## src/rtl/rfm_tracker_mb.sv

```systemverilog
// Multi-bank RFM tracker: per-bank Misra-Gries row table with spillover counter,
// rolling accumulated ACT (RAA) counters with alerts, and NRR issue on RFM.
module rfm_tracker_mb #(
    parameter int unsigned NUM_BANK   = 4,
    parameter int unsigned BANK_BITS  = 2,
    parameter int unsigned NUM_ENTRY  = 16,
    parameter int unsigned ENTRY_BITS = 4,
    parameter int unsigned ADDR_SIZE  = 18,
    parameter int unsigned CNT_SIZE   = 16,
    parameter int unsigned RFM_TH     = 20,
    parameter int unsigned RAA_IMT    = 32,
    parameter int unsigned RAA_MAX    = 128
) (
    input  logic                 clk,
    input  logic                 rst,
    input  logic                 cmd_valid,
    output logic                 cmd_ready,
    input  logic                 cmd_type,
    input  logic [BANK_BITS-1:0] cmd_bank,
    input  logic [ADDR_SIZE-1:0] cmd_addr,
    output logic                 nrr_valid,
    output logic [BANK_BITS-1:0] nrr_bank,
    output logic [ADDR_SIZE-1:0] nrr_addr,
    output logic [NUM_BANK-1:0]  alert
);

    typedef enum logic [2:0] {StIdle, StLookup, StUpdate, StScan, StEmit} state_e;

    localparam logic [CNT_SIZE-1:0] RfmTh  = CNT_SIZE'(RFM_TH);
    localparam logic [CNT_SIZE-1:0] RaaImt = CNT_SIZE'(RAA_IMT);
    localparam logic [CNT_SIZE-1:0] RaaMax = CNT_SIZE'(RAA_MAX);

    function automatic logic [CNT_SIZE-1:0] sat_inc(input logic [CNT_SIZE-1:0] v);
        return (v == '1) ? v : v + CNT_SIZE'(1);
    endfunction

    state_e state_q, state_d;

    logic [BANK_BITS-1:0]  cap_bank_q;
    logic [ADDR_SIZE-1:0]  cap_addr_q;
    logic                  hit_q;
    logic [ENTRY_BITS-1:0] hit_idx_q;
    logic [ENTRY_BITS-1:0] scan_idx_q;
    logic                  max_found_q;
    logic [CNT_SIZE-1:0]   max_cnt_q;
    logic [ENTRY_BITS-1:0] max_idx_q;
    logic                  nrr_valid_q;
    logic [BANK_BITS-1:0]  nrr_bank_q;
    logic [ADDR_SIZE-1:0]  nrr_addr_q;
    logic [NUM_BANK-1:0]   alert_q;

    logic                 entry_valid_q [NUM_BANK][NUM_ENTRY];
    logic [ADDR_SIZE-1:0] entry_addr_q  [NUM_BANK][NUM_ENTRY];
    logic [CNT_SIZE-1:0]  entry_cnt_q   [NUM_BANK][NUM_ENTRY];
    logic [CNT_SIZE-1:0]  spcnt_q       [NUM_BANK];
    logic [CNT_SIZE-1:0]  raa_q         [NUM_BANK];

    logic                  bank_ok;
    logic [BANK_BITS-1:0]  bank_sel;
    logic                  lk_hit;
    logic [ENTRY_BITS-1:0] lk_idx;
    logic                  free_found;
    logic [ENTRY_BITS-1:0] free_idx;
    logic                  match_found;
    logic [ENTRY_BITS-1:0] match_idx;
    logic                  cur_valid;
    logic [CNT_SIZE-1:0]   cur_cnt;
    logic                  take;
    logic                  fin_found;
    logic [CNT_SIZE-1:0]   fin_cnt;
    logic [ENTRY_BITS-1:0] fin_idx;
    logic                  scan_last;
    logic                  accept;

    assign cmd_ready = (state_q == StIdle);
    assign accept    = cmd_valid && cmd_ready;
    assign nrr_valid = nrr_valid_q;
    assign nrr_bank  = nrr_bank_q;
    assign nrr_addr  = nrr_addr_q;
    assign alert     = alert_q;

    // Out-of-range banks run the normal timing but are steered away from all writes.
    assign bank_ok  = (32'(cap_bank_q) < NUM_BANK);
    assign bank_sel = bank_ok ? cap_bank_q : '0;

    always_comb begin
        lk_hit      = 1'b0;
        lk_idx      = '0;
        free_found  = 1'b0;
        free_idx    = '0;
        match_found = 1'b0;
        match_idx   = '0;
        for (int unsigned e = 0; e < NUM_ENTRY; e++) begin
            if (!lk_hit && entry_valid_q[bank_sel][e] &&
                entry_addr_q[bank_sel][e] == cap_addr_q) begin
                lk_hit = 1'b1;
                lk_idx = ENTRY_BITS'(e);
            end
            if (!free_found && !entry_valid_q[bank_sel][e]) begin
                free_found = 1'b1;
                free_idx   = ENTRY_BITS'(e);
            end
            if (!match_found && entry_valid_q[bank_sel][e] &&
                entry_cnt_q[bank_sel][e] == spcnt_q[bank_sel]) begin
                match_found = 1'b1;
                match_idx   = ENTRY_BITS'(e);
            end
        end
    end

    // Running max over the scan; strict compare keeps the lowest index on ties.
    always_comb begin
        cur_valid = entry_valid_q[bank_sel][scan_idx_q];
        cur_cnt   = entry_cnt_q[bank_sel][scan_idx_q];
        take      = cur_valid && (!max_found_q || cur_cnt > max_cnt_q);
        fin_found = max_found_q || take;
        fin_cnt   = take ? cur_cnt : max_cnt_q;
        fin_idx   = take ? scan_idx_q : max_idx_q;
        scan_last = (scan_idx_q == ENTRY_BITS'(NUM_ENTRY - 1));
    end

    always_comb begin
        state_d = state_q;
        unique case (state_q)
            StIdle:   if (accept) state_d = cmd_type ? StScan : StLookup;
            StLookup: state_d = StUpdate;
            StUpdate: state_d = StIdle;
            StScan:   if (scan_last) state_d = StEmit;
            StEmit:   state_d = StIdle;
            default:  state_d = StIdle;
        endcase
    end

    always_ff @(posedge clk) begin
        if (rst) begin
            state_q     <= StIdle;
            cap_bank_q  <= '0;
            cap_addr_q  <= '0;
            hit_q       <= 1'b0;
            hit_idx_q   <= '0;
            scan_idx_q  <= '0;
            max_found_q <= 1'b0;
            max_cnt_q   <= '0;
            max_idx_q   <= '0;
            nrr_valid_q <= 1'b0;
            nrr_bank_q  <= '0;
            nrr_addr_q  <= '0;
            alert_q     <= '0;
        end else begin
            state_q     <= state_d;
            nrr_valid_q <= 1'b0;
            nrr_bank_q  <= '0;
            nrr_addr_q  <= '0;
            case (state_q)
                StIdle: begin
                    if (accept) begin
                        cap_bank_q  <= cmd_bank;
                        cap_addr_q  <= cmd_addr;
                        scan_idx_q  <= '0;
                        max_found_q <= 1'b0;
                        max_cnt_q   <= '0;
                        max_idx_q   <= '0;
                    end
                end
                StLookup: begin
                    hit_q     <= lk_hit;
                    hit_idx_q <= lk_idx;
                end
                StScan: begin
                    scan_idx_q  <= scan_idx_q + ENTRY_BITS'(1);
                    max_found_q <= fin_found;
                    max_cnt_q   <= fin_cnt;
                    max_idx_q   <= fin_idx;
                    // Register the NRR so it is presented during the EMIT cycle.
                    if (scan_last && bank_ok && fin_found && fin_cnt >= RfmTh) begin
                        nrr_valid_q <= 1'b1;
                        nrr_bank_q  <= cap_bank_q;
                        nrr_addr_q  <= entry_addr_q[bank_sel][fin_idx];
                    end
                end
                default: ;
            endcase
            for (int unsigned b = 0; b < NUM_BANK; b++) begin
                alert_q[b] <= (raa_q[b] >= RaaMax);
            end
        end
    end

    always_ff @(posedge clk) begin
        if (rst) begin
            for (int unsigned b = 0; b < NUM_BANK; b++) begin
                spcnt_q[b] <= '0;
                raa_q[b]   <= '0;
                for (int unsigned e = 0; e < NUM_ENTRY; e++) begin
                    entry_valid_q[b][e] <= 1'b0;
                    entry_addr_q[b][e]  <= '0;
                    entry_cnt_q[b][e]   <= '0;
                end
            end
        end else if (bank_ok) begin
            if (state_q == StUpdate) begin
                if (hit_q) begin
                    entry_cnt_q[bank_sel][hit_idx_q] <= sat_inc(entry_cnt_q[bank_sel][hit_idx_q]);
                end else if (free_found) begin
                    entry_valid_q[bank_sel][free_idx] <= 1'b1;
                    entry_addr_q[bank_sel][free_idx]  <= cap_addr_q;
                    entry_cnt_q[bank_sel][free_idx]   <= sat_inc(spcnt_q[bank_sel]);
                end else if (match_found) begin
                    entry_addr_q[bank_sel][match_idx] <= cap_addr_q;
                    entry_cnt_q[bank_sel][match_idx]  <= sat_inc(spcnt_q[bank_sel]);
                end else begin
                    spcnt_q[bank_sel] <= sat_inc(spcnt_q[bank_sel]);
                end
                raa_q[bank_sel] <= sat_inc(raa_q[bank_sel]);
            end else if (state_q == StEmit) begin
                if (nrr_valid_q) begin
                    entry_cnt_q[bank_sel][max_idx_q] <= spcnt_q[bank_sel];
                end
                raa_q[bank_sel] <= (raa_q[bank_sel] >= RaaImt) ? raa_q[bank_sel] - RaaImt : '0;
            end
        end
    end

endmodule

```

## config.mk

```make
export PLATFORM = sky130hd
export DESIGN_NAME = rfm_tracker_mb
export DESIGN_NICKNAME = d
export VERILOG_FILES = /design/src/rtl/rfm_tracker_mb.sv
export SDC_FILE = /design/constraint.sdc
export NUM_CORES = 2
export LEC_CHECK = 0
export CAP_MARGIN = 20
export CORE_ASPECT_RATIO = 2
export CORE_MARGIN = 1.5
export CORE_UTILIZATION = 55
export CTS_CLUSTER_SIZE = 20
export DETAILED_ROUTE_END_ITERATION = 10
export PLACE_DENSITY_LB_ADDON = 0.3
export SLEW_MARGIN = 15
export SYNTH_ARGS = -nofsm -noshare
export SYNTH_HDL_FRONTEND = slang
export SYNTH_SLANG_ARGS = --single-unit
```

## constraint.sdc

```tcl
create_clock -name clk -period 8.68 [get_ports clk]
set_clock_uncertainty 0.2 [all_clocks]
set_input_delay 1.736 -clock clk [delete_from_list [all_inputs] [get_ports clk]]
set_output_delay 1.736 -clock clk [all_outputs]
set_load 0.1 [all_outputs]
```

### Signal metal coverage by tile

The die is cut into 17 by 34 equal tiles; black is low, pale yellow is high, scaled to the fullest tile. Values are wire area over tile area, all layers added.
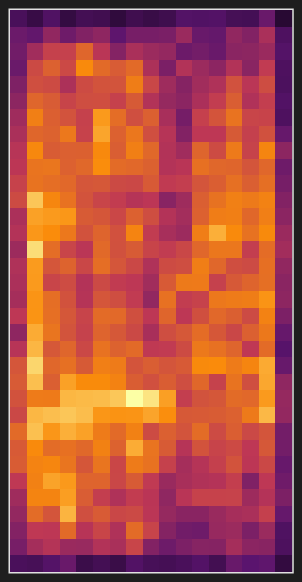
mean over tiles = 0.44
tiles over half the peak = 64%
fullest tile = 0.81

### Cell classes on the final placement

Bar = 100 um. Fill, decap, tap and diode cells in grey.
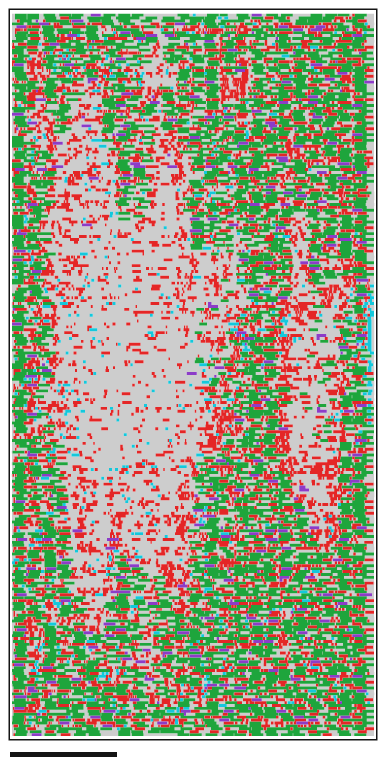
combinational and other logic -> red  # cells 6136
other buffers and delay cells -> cyan  # cells 569
clock drivers and dummy loads -> purple  # cells 386
flops -> green  # cells 2448

### Metal 1

Supply wires on this layer in grey.
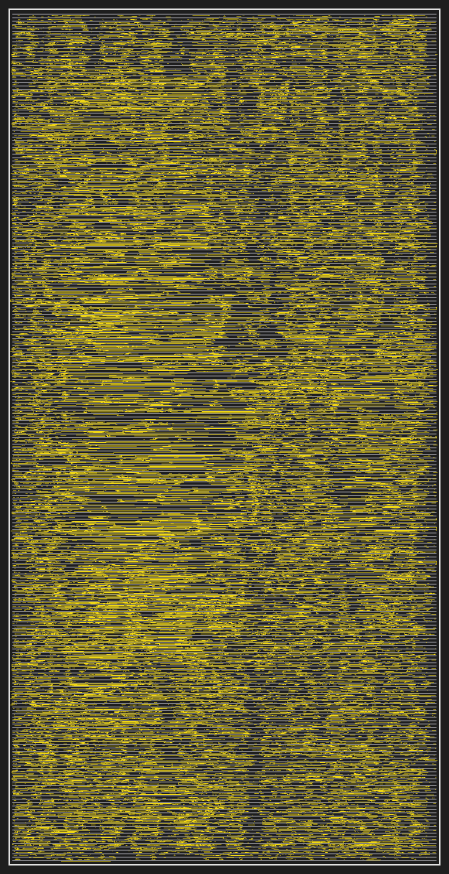
nets with wire on the layer = 9222
wire length on this layer = 156 mm
longest straight run = 146 um

### Cell placement

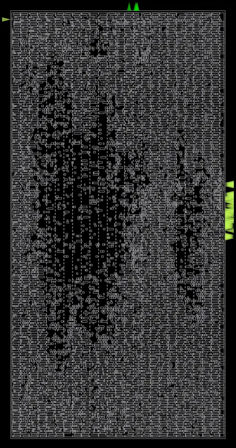
Std-Cell Rows: 248
count of placed standard cells in the final layout, fillers left out: 12600
fin util: 0.609

==> reports/results.tsv <==
metric	value	unit
edf_count	2304	
r2r_end	entry_cnt_q[0][212]	
clkCellAreaFrac	0.0497	
post_synth_ao_oa_area_fraction	0.0394	
via_per_inst	7.15	
mi_logic_area	50300	um2
synth-simple-area-share	0.144	
ys.warnings.count	0	
dp_hpwl	391	mm
cts_tree	built	
cts.repair.resized	0	
grt_pass1_vias	89100	
avgRoutedWirePerCell	44.0	um
timing.critical_path.arrival	8.78	ns
path_max_fanout	96	
dp_worst_setup_slack	0.694	ns
total_power	28.8	mW
synth.most_common_cell	sky130_fd_sc_hd__edfxtp_1	
top_cells_by_count	2304 x sky130_fd_sc_hd__edfxtp_1, 1214 x sky130_fd_sc_hd__nor2_1, 818 x sky130_fd_sc_hd__and3_1	
worstHoldPathCells	2	
final_antenna_net_count	0	
cts_max_level	4	
synth.yosys.seq_area_share	0.571	
outcome	finished, final reports clean	
place.detailed.instances	12200	
cp_slowest_stage_delay	0.96	ns
combPwrFrac	0.193	
post_synthesis_cell_type_with_the_largest_combined_area	sky130_fd_sc_hd__edfxtp_1	
grt_antenna_before_repair	71	
worst_slew_margin_rel	0.133	
registers.top_by_ff_count	entry_addr_q	
clk_pin_slew	0.07	ns
power_density	207	nW/um2
syn_nets	9532	
floorplan.die.height	681	um
timing.critical_path.slowest_stage_cell	sky130_fd_sc_hd__mux4_4	
clock_power_share	0.339	
fin_crit	8.46	ns
tool_warnings	53	
